==> config.mk <==
export PLATFORM = sky130hd
export DESIGN_NAME = code_word_rx
export DESIGN_NICKNAME = d
export VERILOG_FILES = /design/src/rtl/code_word_rx.sv
export SDC_FILE = /design/constraint.sdc
export NUM_CORES = 1
export LEC_CHECK = 0
export CAP_MARGIN = 25
export CORE_AREA = 4 4 61 63
export DETAILED_ROUTE_END_ITERATION = 16
export DIE_AREA = 0 0 65 67
export SYNTH_ARGS = -nofsm -noshare
export SYNTH_HDL_FRONTEND = slang
export SYNTH_SLANG_ARGS = --single-unit
==> constraint.sdc <==
create_clock -name clk -period 3.9 [get_ports clk]
set_clock_uncertainty 0.15 [all_clocks]
set_input_delay 0.78 -clock clk [delete_from_list [all_inputs] [get_ports clk]]
set_output_delay 0.78 -clock clk [all_outputs]
set_load 0.05 [all_outputs]
==> src/rtl/code_word_rx.sv <==
// code_word_rx
// Serial receiver feeding the 2-out-of-5 decoder. It samples an asynchronous
// serial line and assembles a 5-bit code word from each frame. A frame is a
// start bit (0), five data bits sent MSB first, and a stop bit (1). Whether the
// word is a valid code word (exactly two ones) is checked further downstream.
//
// Ports
//   clk       system clock, rising edge
//   rst_n     asynchronous active-low reset
//   sdi       serial data line, asynchronous to clk, idles high
//   a..e      last good code word, a = first data bit received (MSB)
//   new_word  one-cycle pulse when a..e take a new word ("new" is a reserved
//             word in SystemVerilog, so the port carries this name)
//   ferr      framing error flag; set on a bad stop bit, cleared by the next
//             good frame, held through IDLE
//   busy      high whenever the receiver is not in IDLE
//
// Parameter CLKS_PER_BIT (N) must be even and >= 4. Sampling happens H = N/2
// cycles into the start bit, then every N cycles.
//
// state  | meaning
// IDLE   | line idle, waiting for sync low
// START  | timing half a bit to the middle of the start bit
// DATA   | sampling five data bits, one per bit period
// STOP   | timing to the middle of the stop bit
// BREAK  | stop bit was low; wait for the line to return high

module code_word_rx #(
   parameter int CLKS_PER_BIT = 16
) (
   input  logic clk,
   input  logic rst_n,
   input  logic sdi,
   output logic a,
   output logic b,
   output logic c,
   output logic d,
   output logic e,
   output logic new_word,
   output logic ferr,
   output logic busy
);

   localparam int CW = $clog2(CLKS_PER_BIT);
   localparam logic [CW-1:0] CNT_BIT  = CW'(CLKS_PER_BIT - 1);
   localparam logic [CW-1:0] CNT_HALF = CW'(CLKS_PER_BIT / 2 - 1);

   localparam logic [2:0] IDLE  = 3'd0;
   localparam logic [2:0] START = 3'd1;
   localparam logic [2:0] DATA  = 3'd2;
   localparam logic [2:0] STOP  = 3'd3;
   localparam logic [2:0] BREAK = 3'd4;

   logic [1:0]    sync_q;
   logic          sync;
   logic [2:0]    state;
   logic [CW-1:0] cnt;
   logic [2:0]    bit_idx;
   logic [4:0]    shreg;
   logic [4:0]    word;

   // Two-flop synchronizer; resets to the idle-high level so reset never
   // looks like a falling edge on a quiet line.
   always_ff @(posedge clk or negedge rst_n) begin
      if (!rst_n) begin
         sync_q <= 2'b11;
      end else begin
         sync_q <= {sync_q[0], sdi};
      end
   end

   assign sync = sync_q[1];

   // The bit timer is a down-counter loaded with the remaining cycles to the
   // next sample point; a sample is taken when it reaches zero.
   always_ff @(posedge clk or negedge rst_n) begin
      if (!rst_n) begin
         state    <= IDLE;
         cnt      <= '0;
         bit_idx  <= '0;
         shreg    <= '0;
         word     <= '0;
         new_word <= 1'b0;
         ferr     <= 1'b0;
      end else begin
         new_word <= 1'b0;
         case (state)
            IDLE: begin
               if (!sync) begin
                  state <= START;
                  cnt   <= CNT_HALF;
               end
            end
            START: begin
               if (cnt == '0) begin
                  if (!sync) begin
                     state   <= DATA;
                     cnt     <= CNT_BIT;
                     bit_idx <= '0;
                  end else begin
                     state <= IDLE;
                  end
               end else begin
                  cnt <= cnt - 1'b1;
               end
            end
            DATA: begin
               if (cnt == '0) begin
                  shreg <= {shreg[3:0], sync};
                  cnt   <= CNT_BIT;
                  if (bit_idx == 3'd4) begin
                     state   <= STOP;
                     bit_idx <= '0;
                  end else begin
                     bit_idx <= bit_idx + 1'b1;
                  end
               end else begin
                  cnt <= cnt - 1'b1;
               end
            end
            STOP: begin
               if (cnt == '0) begin
                  if (sync) begin
                     word     <= shreg;
                     new_word <= 1'b1;
                     ferr     <= 1'b0;
                     state    <= IDLE;
                  end else begin
                     ferr  <= 1'b1;
                     state <= BREAK;
                  end
               end else begin
                  cnt <= cnt - 1'b1;
               end
            end
            BREAK: begin
               // Held-low line must return high before a new start is armed.
               if (sync) begin
                  state <= IDLE;
               end
            end
            default: begin
               state <= IDLE;
            end
         endcase
      end
   end

   assign {a, b, c, d, e} = word;
   assign busy = (state != IDLE);

endmodule
Run 1, close-up of the layout:
Window x 36 to 61, y 4 to 29 µm. Cells in grey, sequential cells in the stronger grey; small squares are vias.
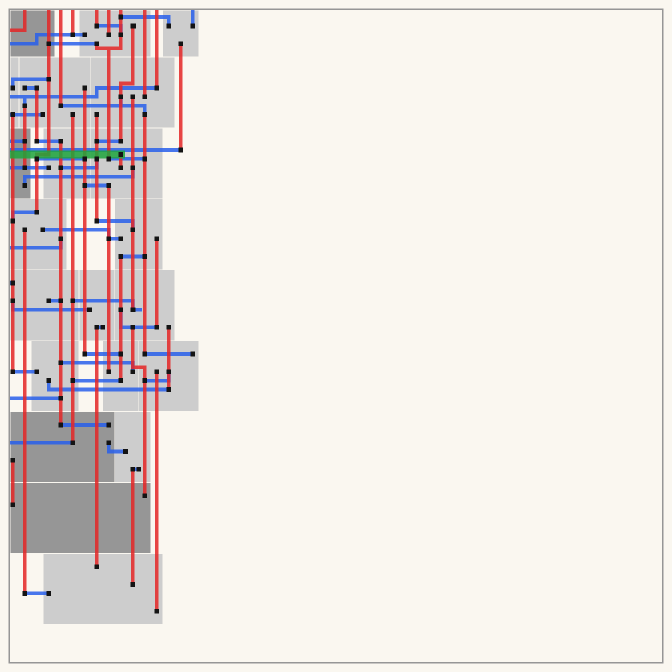
legend:
  green:
    layer: M3
  red:
    layer: M2
  blue:
    layer: M1
netlist names of flops here include: bit_idx (1)
cells with their middle in the window: 17
sequential cells in the window: 1
most frequent: o21ai_0 (3), inv_1 (2), ha_1 (2)

Run 1, wiring by layer:
Only two layers are drawn.
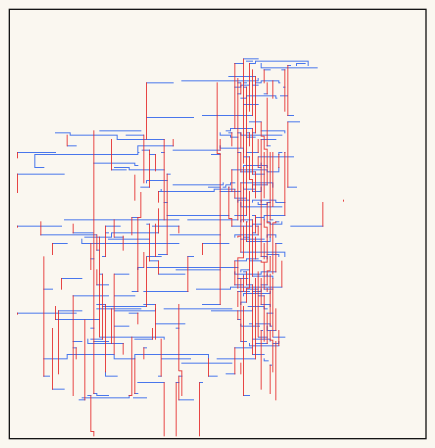
legend:
  red:
    layer: M2
    wire_length: 935 µm
  blue:
    layer: M1
    wire_length: 801 µm

==> flow_summary.toml, run 1 <==
# flow metrics
[cells_and_area]
reg.largest.list = "shreg: 5 flops, word: 5 flops, cnt: 4 flops"
seq_area_um2 = 603
nFillCells = 315
largestClassByArea = "sequential cells"
logic_area_um2 = 460
sh_comb_area_pct = 35.1
seq_cells = 24
clk_share_pct = 4.01
area.growth.synth_to_final_pct = 19.6
bufAreaShareNonClock_pct = 8.78
comb_cells = 61
seq_share_pct = 46.0
drive_above_1_share_pct = 18.9
fin_nets = 114
buffers = 11
antennaDiodeCount = 0

[pwr]
power_w = 0.000777
p_comb_w = 0.000241
p_seq_share_pct = 46.7
switching_share_pct = 34.2
p_switching_w = 0.000266
pg_clk_w = 0.000173
power-top-group = "sequential cells"
internal-power_w = 0.000511
pg_seq_w = 0.000363
pwr-share-comb_pct = 31.1
leakagePower_nw = 0.603
clockPowerShare_pct = 22.3
peakVddDrop_mv = 0.238
powerDensity_mw_per_mm2 = 593

[setup_path]
crit_chain = "or3_1 > clkdlybuf4s50_1"
cp_max_fo = 10
crit_slowest_cell = "clkdlybuf4s50_1"
critPathKind = "reg2out"
required_ns = 2.97
arrival_ns = 1.90
crit_family = "buffers and inverters"
crit_buf_inv = 1
max_stage_delay_ns = 0.71
worstSetupEndpointType = "primary output"

[synth]
synth_warnings = 0
ys_ff = 24
top_cells_by_count = "dfrtp_1, mux2_2, nor2_1"
fp_nets = 100
synth_stat.cells = 93
top_area_share_pct = 50.2
synth.largest_area_cell = "dfrtp_1"
async_reset_ff_share_pct = 100
top_cell = "dfrtp_1"
synth-edff-count = 0
synth_cell_types = 29
flop_cell = "dfrtp_1"
syn_inst = 93
synth_area_per_cell_um2 = 11.8
synth.area.top_cells = "dfrtp_1, mux2_2, dfstp_2"

[sta]
max-slew-margin-rel_pct = 56.0
fin_tns_setup_ns = 0
clock.fmax_ghz = 0.353
period_used_pct = 72.6
rsz0062_at_grt = "no"
worstMarginPinSlew_ns = 0.659
layout_setup_ws_ns = 1.07
drv_slew = 0
min_period_ns = 2.83
finalHoldViolCount = 0

[worst_hold_path]
hold_class = "reg2reg"

[clock_network]
cts_setup_buffers = 0
cts_tree = "built"
clock_sinks = 24
numCtsBuffers = 3
cts_max_path_buffers = 2
h-tree-depth = 1
cts-root-buf = "clkbuf_4"
cts-resized-gates = 0
ctsHoldBuffers = 0

[floorplan]
die_h_um = 67
core_area_mm2 = 0.00323
fp_util_pct = 33.9
ios = 11
die_area_mm2 = 0.00436
chipWidth_um = 65
floorplan.rows = 21
taps = 46

[global_route]
grtUsageTotal_pct = 9.21
grt_max_degree = 25
antenna_found_initial = 0
grt_overflow = 0
grt.met1_usage_pct = 10.4
busiest_layer = "met2"
grt_pass1_wl_um = 3080
grt.met3_usage_pct = 2.02
grtUsageMet2_pct = 16.6
grt_pass1_vias = 752

[flow_run]
openroad.warnings = 28
max_cap_viol_count = 0

[routing]
met1_length_um = 800
met2WireLength_um = 934
first_iter_violations = 8
wl_per_cell_um = 11.9
met3_length_um = 61
ant_nets = 0
drc = 0
routed_wl_um = 1810
top_layer = "met4"
viasPerCell = 4.69
drt-pass1-iter-count = 2

[place]
gp_congestion = 0.685
pre_cts_slack_ns = 1.42
dp_hpwl_um = 1400
io_buffer_count = 10

[outcome]
status = "finished, final reports clean"
Run 1, sequential cells coloured by netlist name:
Other sequential cells in the stronger grey, the rest of the logic in the fainter grey.
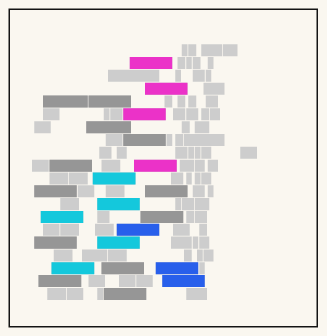
legend:
  blue:
    name_in_the_netlist: bit_idx
    placed_flops: 3
  cyan:
    name_in_the_netlist: shreg
    placed_flops: 5
  magenta:
    name_in_the_netlist: cnt
    placed_flops: 4
not coloured: 12

==> run 1: path summary, 6_finish.rpt <==
path | from | to | slack, ns | cells after the start
max | state[1]$_DFFE_PN0P_ | busy | 1.07 | 2
min | sync_q[0]$_DFF_PN1_ | sync_q[1]$_DFF_PN1_ | 0.22 | 0
max reg2reg | cnt[0]$_DFFE_PN0P_ | cnt[3]$_DFFE_PN0P_ | 1.83 | 6
min reg2reg | sync_q[0]$_DFF_PN1_ | sync_q[1]$_DFF_PN1_ | 0.22 | 0
max in group asynchronous | rst_n | cnt[3]$_DFFE_PN0P_ | 2.52 | 2
min in group asynchronous | rst_n | word[3]$_DFFE_PN0P_ | 0.62 | 1
==> run 1: cells in the final DEF, fill, tap and decap left out, types with 2 or more instances in the layout <==
cell	Yosys	layout
a21oi_1	6	6
nor2b_1	2	2
a21o_1	2	2
clkdlybuf4s50_1	0	10
dfrtp_1	22	22
o21ai_0	3	3
ha_1	4	4
nor3_1	3	3
nand2_1	4	4
nor3b_1	3	3
clkbuf_4	0	3
dfstp_2	2	2
nand2b_1	2	2
nor2_1	7	7
inv_1	6	6
mux2_2	10	10
and2_1	2	2
==> run 1: logic make-up after synthesis <==
family / synth area share (%)
and+or+nand+nor: 15.4
DFF: 55.0
AOI/OAI and AO/OA: 10.0
muxes: 11.2
buffers and inverters: 2.97
adders and majority gates: 4.57
xor gates and xnor gates: 0.799
==> run 1: stage by stage <==
| stage | utilization [%] | hold slack, ns | cell area, µm² |
|---|---|---|---|
| floorplan | - | 0.195 | 1100 |
| CTS | 40.1 | 0.218 | 1300 |
| detailed placement | 38.5 | 0.200 | 1240 |
| finish | 40.6 | 0.216 | 1310 |
| global route | 40.6 | 0.219 | 1310 |
| global placement | 38.5 | 0.196 | 1240 |
## Run 2: what changed since run 1
==> constraint.sdc (replaced) <==
create_clock -name clk -period 2.6 [get_ports clk]
set_clock_uncertainty 0.15 [all_clocks]
set_input_delay 0.52 -clock clk [delete_from_list [all_inputs] [get_ports clk]]
set_output_delay 0.52 -clock clk [all_outputs]
set_load 0.05 [all_outputs]
Run 2, sequential cells coloured by netlist name:
Other sequential cells in the stronger grey, the rest of the logic in the fainter grey.
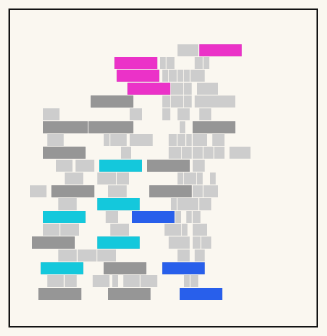
legend:
  cyan:
    name_in_the_netlist: shreg
    placed_flops: 5
  magenta:
    name_in_the_netlist: cnt
    placed_flops: 4
    where: top middle
  blue:
    name_in_the_netlist: bit_idx
    placed_flops: 3
not coloured: 12

Run 2, wiring by layer:
Only two layers are drawn.
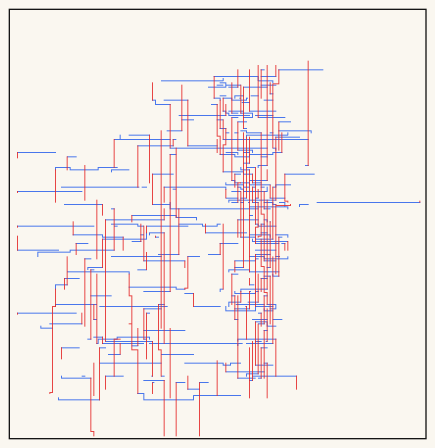
DR vias: 732
wire length per cell: 11.7 µm
Global Route Usage Sum: 9.46%

==> flow_summary.toml, run 2 <==
# flow metrics
[outcome]
status = "finished, final reports clean"

[global_route]
grt_max_degree = 25
antenna_found_initial = 0
grt_pass1_vias = 762
grt.met1_usage_pct = 10.5
grtUsageMet2_pct = 17.2
grt_pass1_wl_um = 3160
busiest_layer = "met2"
grt_overflow = 0
grt.met3_usage_pct = 1.69

[sta]
max-slew-margin-rel_pct = 57.3
fin_tns_setup_ns = 0
drv_slew = 0
period_used_pct = 83.2
clock.fmax_ghz = 0.462
hold_slack_ns = 0.215
setup_violations = 0
finalHoldViolCount = 0
min_period_ns = 2.16
worstMarginPinSlew_ns = 0.639
rsz0062_at_grt = "no"

[clock_network]
cts_max_path_buffers = 2
clock_sinks = 24
numCtsBuffers = 3
cts-root-buf = "clkbuf_4"
clock_latency_ns = 0.30
cts.clk_slew.worst_paths_ns = 0.12
h-tree-depth = 1
cts_tree = "built"
ctsHoldBuffers = 0

[routing]
routed_wl_um = 1790
first_iter_violations = 7
drt-pass1-iter-count = 4
viasPerCell = 4.78
ant_nets = 0
drc = 0

[pwr]
clockPowerShare_pct = 17.3
powerDensity_mw_per_mm2 = 836
peakVddDrop_mv = 0.335
leakagePower_nw = 0.601
power-top-group = "sequential cells"
internal-power_w = 0.000696
p_switching_w = 0.000389
p_comb_w = 0.000357
p_seq_share_pct = 49.8
pg_seq_w = 0.000540
switching_share_pct = 35.8
pwr-share-comb_pct = 33.0
pg_clk_w = 0.000187

[cells_and_area]
seq_area_um2 = 603
layout_top_cell = "dfrtp_1"
drive_above_1_share_pct = 19.6
fin_nets = 115
reg.largest.list = "shreg: 5 flops, word: 5 flops, cnt: 4 flops"
area.growth.synth_to_final_pct = 18.4
logic_area_um2 = 460
antennaDiodeCount = 0
most-common-layout-cells = "dfrtp_1, mux2_2, clkdlybuf4s50_1"
nFillCells = 315

[synth]
ys_area_mm2 = 0.00110
synth_stat.cells = 93
ys_seq_share_pct = 55.0
netlist_area_mm2 = 0.00110
top_cells_by_count = "dfrtp_1, mux2_2, nor2_1"
flop_cell = "dfrtp_1"
synth.largest_area_cell = "dfrtp_1"
synth-edff-count = 0
ys_ff = 24
syn_inst = 93
synth_cell_types = 29
top_cell = "dfrtp_1"
top_area_share_pct = 50.2
synth.area.top_cells = "dfrtp_1, mux2_2, dfstp_2"
async_reset_ff_share_pct = 100
synth_area_per_cell_um2 = 11.8
fp_nets = 100
synth_warnings = 0

[floorplan]
die_area_mm2 = 0.00436
core_area_mm2 = 0.00323
fp_util_pct = 33.9
chipWidth_um = 65
floorplan.rows = 21
die_h_um = 67
ios = 11

[setup_path]
max_stage_delay_ns = 0.81
crit_buf_inv = 1
cp_max_fo = 2
crit_path_start_kind = "flop"
crit_family = "buffers and inverters"
arrival_ns = 1.49
crit_slowest_cell = "clkdlybuf4s50_1"
critPathKind = "reg2out"
crit_chain = "clkdlybuf4s50_1"
required_ns = 1.93
r2r_start = "cnt[0]$_DFFE_PN0P_"
worstSetupEndpointType = "primary output"
startpoint = "ferr$_DFFE_PN0N_"

[flow_run]
openroad.warnings = 28
max_cap_viol_count = 0

[worst_hold_path]
hp-start = "sync_q[0]$_DFF_PN1_"
hold_class = "reg2reg"

[place]
gp_congestion = 0.707
dp_hpwl_um = 1310
io_buffer_count = 10
Run 2, PDN straps and rails:
Scale bar: 20 µm. Pins as bars on the die edge. Tap cells in grey.
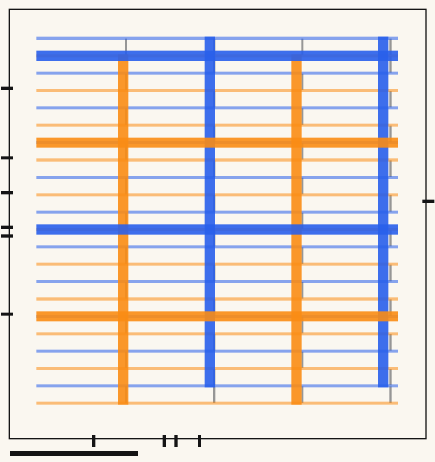
legend:
  blue:
    net: VDD
  orange:
    net: VSS
tap cells: 46
met1 rails: 22

-- run 2: routing by layer --
layer	share of wire, %	up-vias
li1	-	351
met1	47	372
met2	50	7
met3	1.6	2
met4	1.2	0
met5	0	-
-- run 2: layout make-up --
type / instances / share of cell area [%]
Sequential cell: 24 / 46.5
Multi-Input combinational cell: 61 / 35.5
Timing Repair Buffer: 12 / 9.06
Tap cell: 46 / 4.44
Clock buffer: 4 / 2.80
Inverter: 6 / 1.74
-- run 2: cells by family (layout without fill, tap and decap cells) --
group	after synthesis	count (layout)	synth area share, %
xor gates and xnor gates	1	1	0.799
AOI/OAI and AO/OA	17	17	10.0
DFF	24	24	55.0
and+or+nand+nor	28	28	15.4
buffers and inverters	8	22	2.97
muxes	11	11	11.2
adders and majority gates	4	4	4.57
-- run 2: per-stage QoR --
stage          util [%]  setup slack, ns  instances  area, µm²  total power, W
4_1_cts            40.1           0.0246        153       1290         0.00111
3_5_place_dp       38.9            0.387        149       1260        0.000909
5_1_grt            40.1            0.347        153       1300         0.00119
3_3_place_gp       38.9            0.398        149       1260        0.000894
6_report           40.1            0.437        153       1300         0.00108
2_1_floorplan         -            0.841         93       1100        0.000810
-- run 2: worst paths after layout --
kind,endpoint,slack [ns],cells after the start
setup / recovery,ferr,0.44,1
hold / removal,sync_q[1]$_DFF_PN1_,0.21,0
setup reg to reg,cnt[3]$_DFFE_PN0P_,0.55,6
hold reg to reg,sync_q[1]$_DFF_PN1_,0.21,0
max in group asynchronous,sync_q[1]$_DFF_PN1_,1.62,2
min in group asynchronous,word[0]$_DFFE_PN0P_,0.40,2
-- run 2: what timing repair did --
item	CTS	global route
setup buffers	0	0
gates resized	0	1
endpoints found under the setup margin	0	1
Run 2, close-up of the layout:
Window x 36 to 61, y 4 to 29 µm. Cells in grey, sequential cells in the stronger grey; small squares are vias.
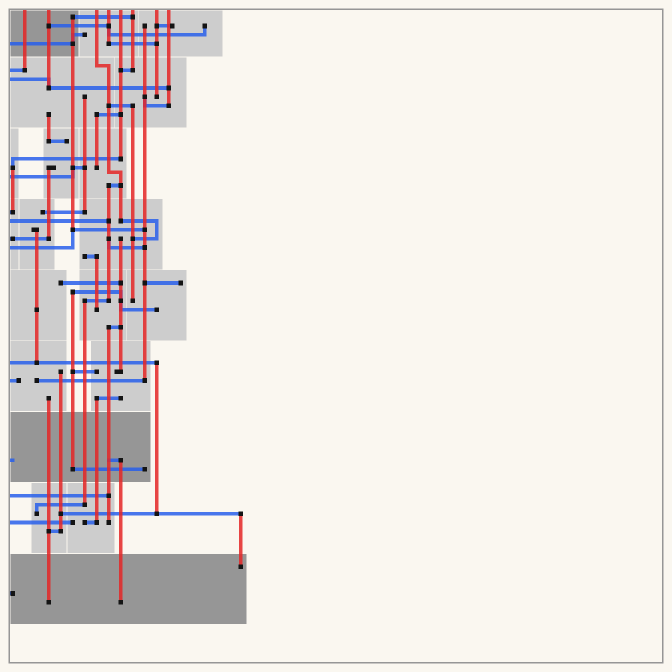

## Run 3: what changed since run 2
==> constraint.sdc (replaced) <==
create_clock -name clk -period 1.75 [get_ports clk]
set_clock_uncertainty 0.15 [all_clocks]
set_input_delay 0.35 -clock clk [delete_from_list [all_inputs] [get_ports clk]]
set_output_delay 0.35 -clock clk [all_outputs]
set_load 0.05 [all_outputs]
Run 3, close-up of the layout:
Window x 36 to 61, y 4 to 29 µm. Cells in grey, sequential cells in the stronger grey; small squares are vias.
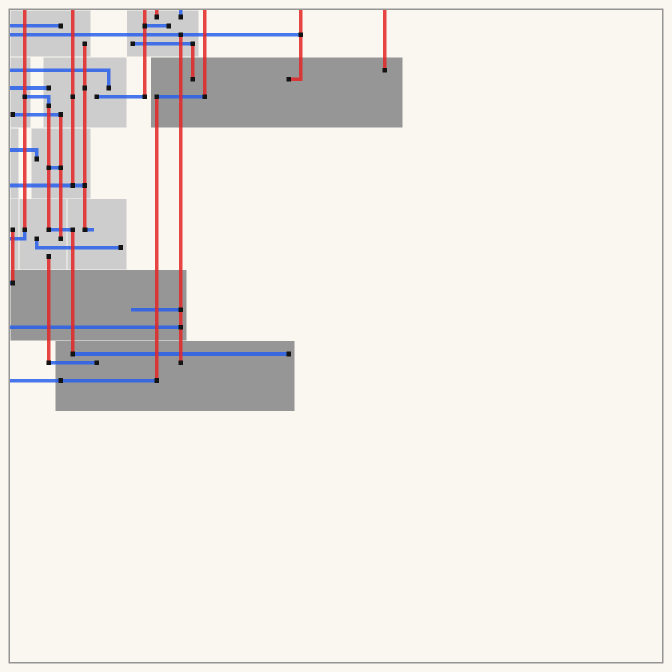
legend:
  blue:
    layer: M1
  red:
    layer: M2
cells with their middle in the window: 9
netlist names of flops here include: bit_idx (2), state (1)
sequential cells in the window: 3
most frequent: dfrtp_1 (2)

Run 3, PDN straps and rails:
Scale bar: 20 µm. Pins as bars on the die edge. Tap cells in grey.
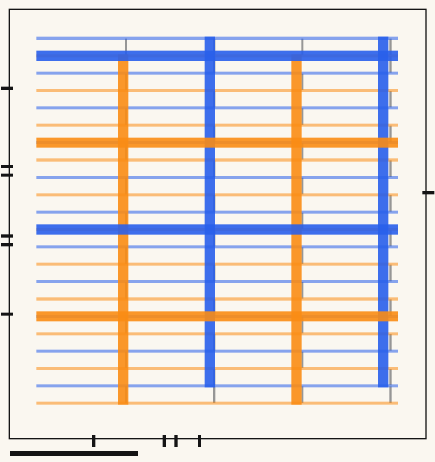
worst vdd ir: 0.708 mV
Die Y: 67 µm
CORE AREA: 0.00323 mm²
Die X: 65 µm

Run 3, sequential cells coloured by netlist name:
Other sequential cells in the stronger grey, the rest of the logic in the fainter grey.
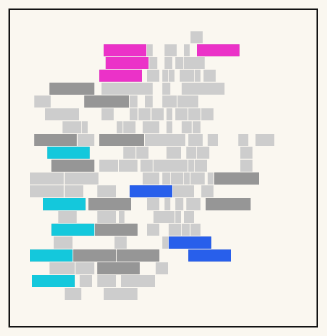
legend:
  blue:
    name_in_the_netlist: bit_idx
    placed_flops: 3
  magenta:
    name_in_the_netlist: cnt
    placed_flops: 4
  cyan:
    name_in_the_netlist: shreg
    placed_flops: 5
not coloured: 12

==> flow_summary.toml, run 3 <==
# flow metrics
[setup_path]
arrival_ns = 1.27
r2r_start = "cnt[0]$_DFFE_PN0P_"
critPathKind = "reg2out"
crit_path_start_kind = "flop"
cp_max_fo = 2
r2r_end = "word[0]$_DFFE_PN0P_"
rrSetupSlack_ns = 0.06
worstSetupEndpointType = "primary output"
required_ns = 1.25
r2r_cells = 6

[sta]
layout_setup_ws_ns = -0.0235
setup_violations = 1
worstMarginPinSlew_ns = 0.323
max-slew-margin-rel_pct = 78.2
period_used_pct = 101
min_period_ns = 1.77
hold_slack_ns = 0.215
finalHoldViolCount = 0
drv_slew = 0
clock.fmax_ghz = 0.564
rsz0062_at_grt = "yes"

[synth]
syn_inst = 93
ys_ff = 24
flop_cell = "dfrtp_1"
synth_area_per_cell_um2 = 11.8
synth_cell_types = 29
netlist_area_mm2 = 0.00110
synth-edff-count = 0
synth_warnings = 0
fp_nets = 100
async_reset_ff_share_pct = 100
synth.largest_area_cell = "dfrtp_1"
top_area_share_pct = 50.2
synth.area.top_cells = "dfrtp_1, mux2_2, dfstp_2"
ys_area_mm2 = 0.00110
top_cell = "dfrtp_1"
synth_stat.cells = 93
ys_seq_share_pct = 55.0
top_cells_by_count = "dfrtp_1, mux2_2, nor2_1"

[clock_network]
cts_tree = "built"
cts-root-buf = "clkbuf_4"
clock_sinks = 24
numCtsBuffers = 3
h-tree-depth = 1
ctsHoldBuffers = 0
cts.clk_slew.worst_paths_ns = 0.13
cts_max_path_buffers = 2
clock_latency_ns = 0.31

[cells_and_area]
area.growth.synth_to_final_pct = 38.9
antennaDiodeCount = 0
most-common-layout-cells = "dfrtp_1, buf_4, mux2_2"
nFillCells = 298
reg.largest.list = "shreg: 5 flops, word: 5 flops, cnt: 4 flops"
layout_top_cell = "dfrtp_1"
drive_above_1_share_pct = 43.3
fin_cells = 166
fin_nets = 128

[outcome]
violations = "negative setup slack"
status = "finished with violations"

[pwr]
internal-power_w = 0.00130
leakagePower_nw = 0.713
pg_seq_w = 0.000764
p_comb_w = 0.000797
power-top-group = "combinational logic"
switching_share_pct = 33.5
pg_clk_w = 0.000392
pwr-share-comb_pct = 40.8
power_w = 0.00195
clockPowerShare_pct = 20.1
p_switching_w = 0.000655
powerDensity_mw_per_mm2 = 1280
p_seq_share_pct = 39.1

[global_route]
grt_overflow = 0
grtUsageTotal_pct = 10.1
grt.met3_usage_pct = 2.53
grtUsageMet2_pct = 16.5
grt_pass1_vias = 775
grt.met1_usage_pct = 12.4
busiest_layer = "met2"
grt_max_degree = 25
grt_pass1_wl_um = 3350
antenna_found_initial = 0

[routing]
drt-pass1-iter-count = 3
routed_wl_um = 1900
ant_nets = 0
viasPerCell = 4.57
wl_per_cell_um = 11.4
drc = 0
vias = 758
first_iter_violations = 12

[flow_run]
max_cap_viol_count = 0
openroad.warnings = 30

[place]
dp_hpwl_um = 1370
pre_cts_slack_ns = 0.0171
dpl.cell_count = 156
io_buffer_count = 10
gp_congestion = 0.775

[floorplan]
floorplan.rows = 21
die_area_mm2 = 0.00436
fp_util_pct = 33.9
ios = 11

[worst_hold_path]
hold_class = "in2async"
-- run 3: cells by family (layout without fill, tap and decap cells) --
kind of cell    after synthesis  after routing  synth area share [%]
compound gates               17             17                  10.0
xor+xnor                      1              1                 0.799
fa+ha+maj                     4              4                  4.57
buf+inv                       8             35                  2.97
flops                        24             24                  55.0
mux                          11             11                  11.2
simple gates                 28             28                  15.4
-- run 3: timing repair --
item / CTS / global route
setup buffers: 4 / 2
resized: 5 / 11
setup endpoints to repair: 2 / 15
pin swaps: 1 / 2
-- run 3: worst max-delay path by stage --
stage,endpoint,start,slack (ns),cells after the start
floorplan,word[0]$_DFFE_PN0P_,cnt[0]$_DFFE_PN0P_,0.07,6
global placement,word[2]$_DFFE_PN0P_,cnt[0]$_DFFE_PN0P_,0.03,6
detailed placement,word[1]$_DFFE_PN0P_,cnt[0]$_DFFE_PN0P_,0.02,6
CTS,busy,state[2]$_DFFE_PN0P_,-0.04,2
global route,busy,state[1]$_DFFE_PN0P_,-0.07,2
finish,busy,state[1]$_DFFE_PN0P_,-0.02,2
-- run 3: cell type report --
type                       count  area [µm²]  area share (%)
sequential                    24         607            39.9
multi-input combinational     61         512            33.6
timing repair buffer          25         272            17.8
tap                           46        57.6            3.78
clock inverter                 1        30.0            1.97
clock buffer                   3        22.5            1.48
inverter                       6        22.5            1.48
-- run 3: critical path: stages (launching register included) --
cell and delay, ns:
dfrtp_2 0.42, or3_1 0.38, buf_6 0.16
-- run 3: per-stage QoR --
stage	setup TNS [ns]	instance area, µm²	util (%)
floorplan	0	1100	-
global placement	0	1370	42.4
detailed placement	0	1370	42.4
CTS	-0.0411	1460	45.3
global route	-0.193	1520	47.1
finish	-0.0235	1520	47.1
-- run 3: routing by layer --
metal	wire, µm	vias up
met5	0	-
met1	910	361
met2	875	9
met4	30	0
li1	-	384
met3	78	4
Power and IR drop assume default switching activity.
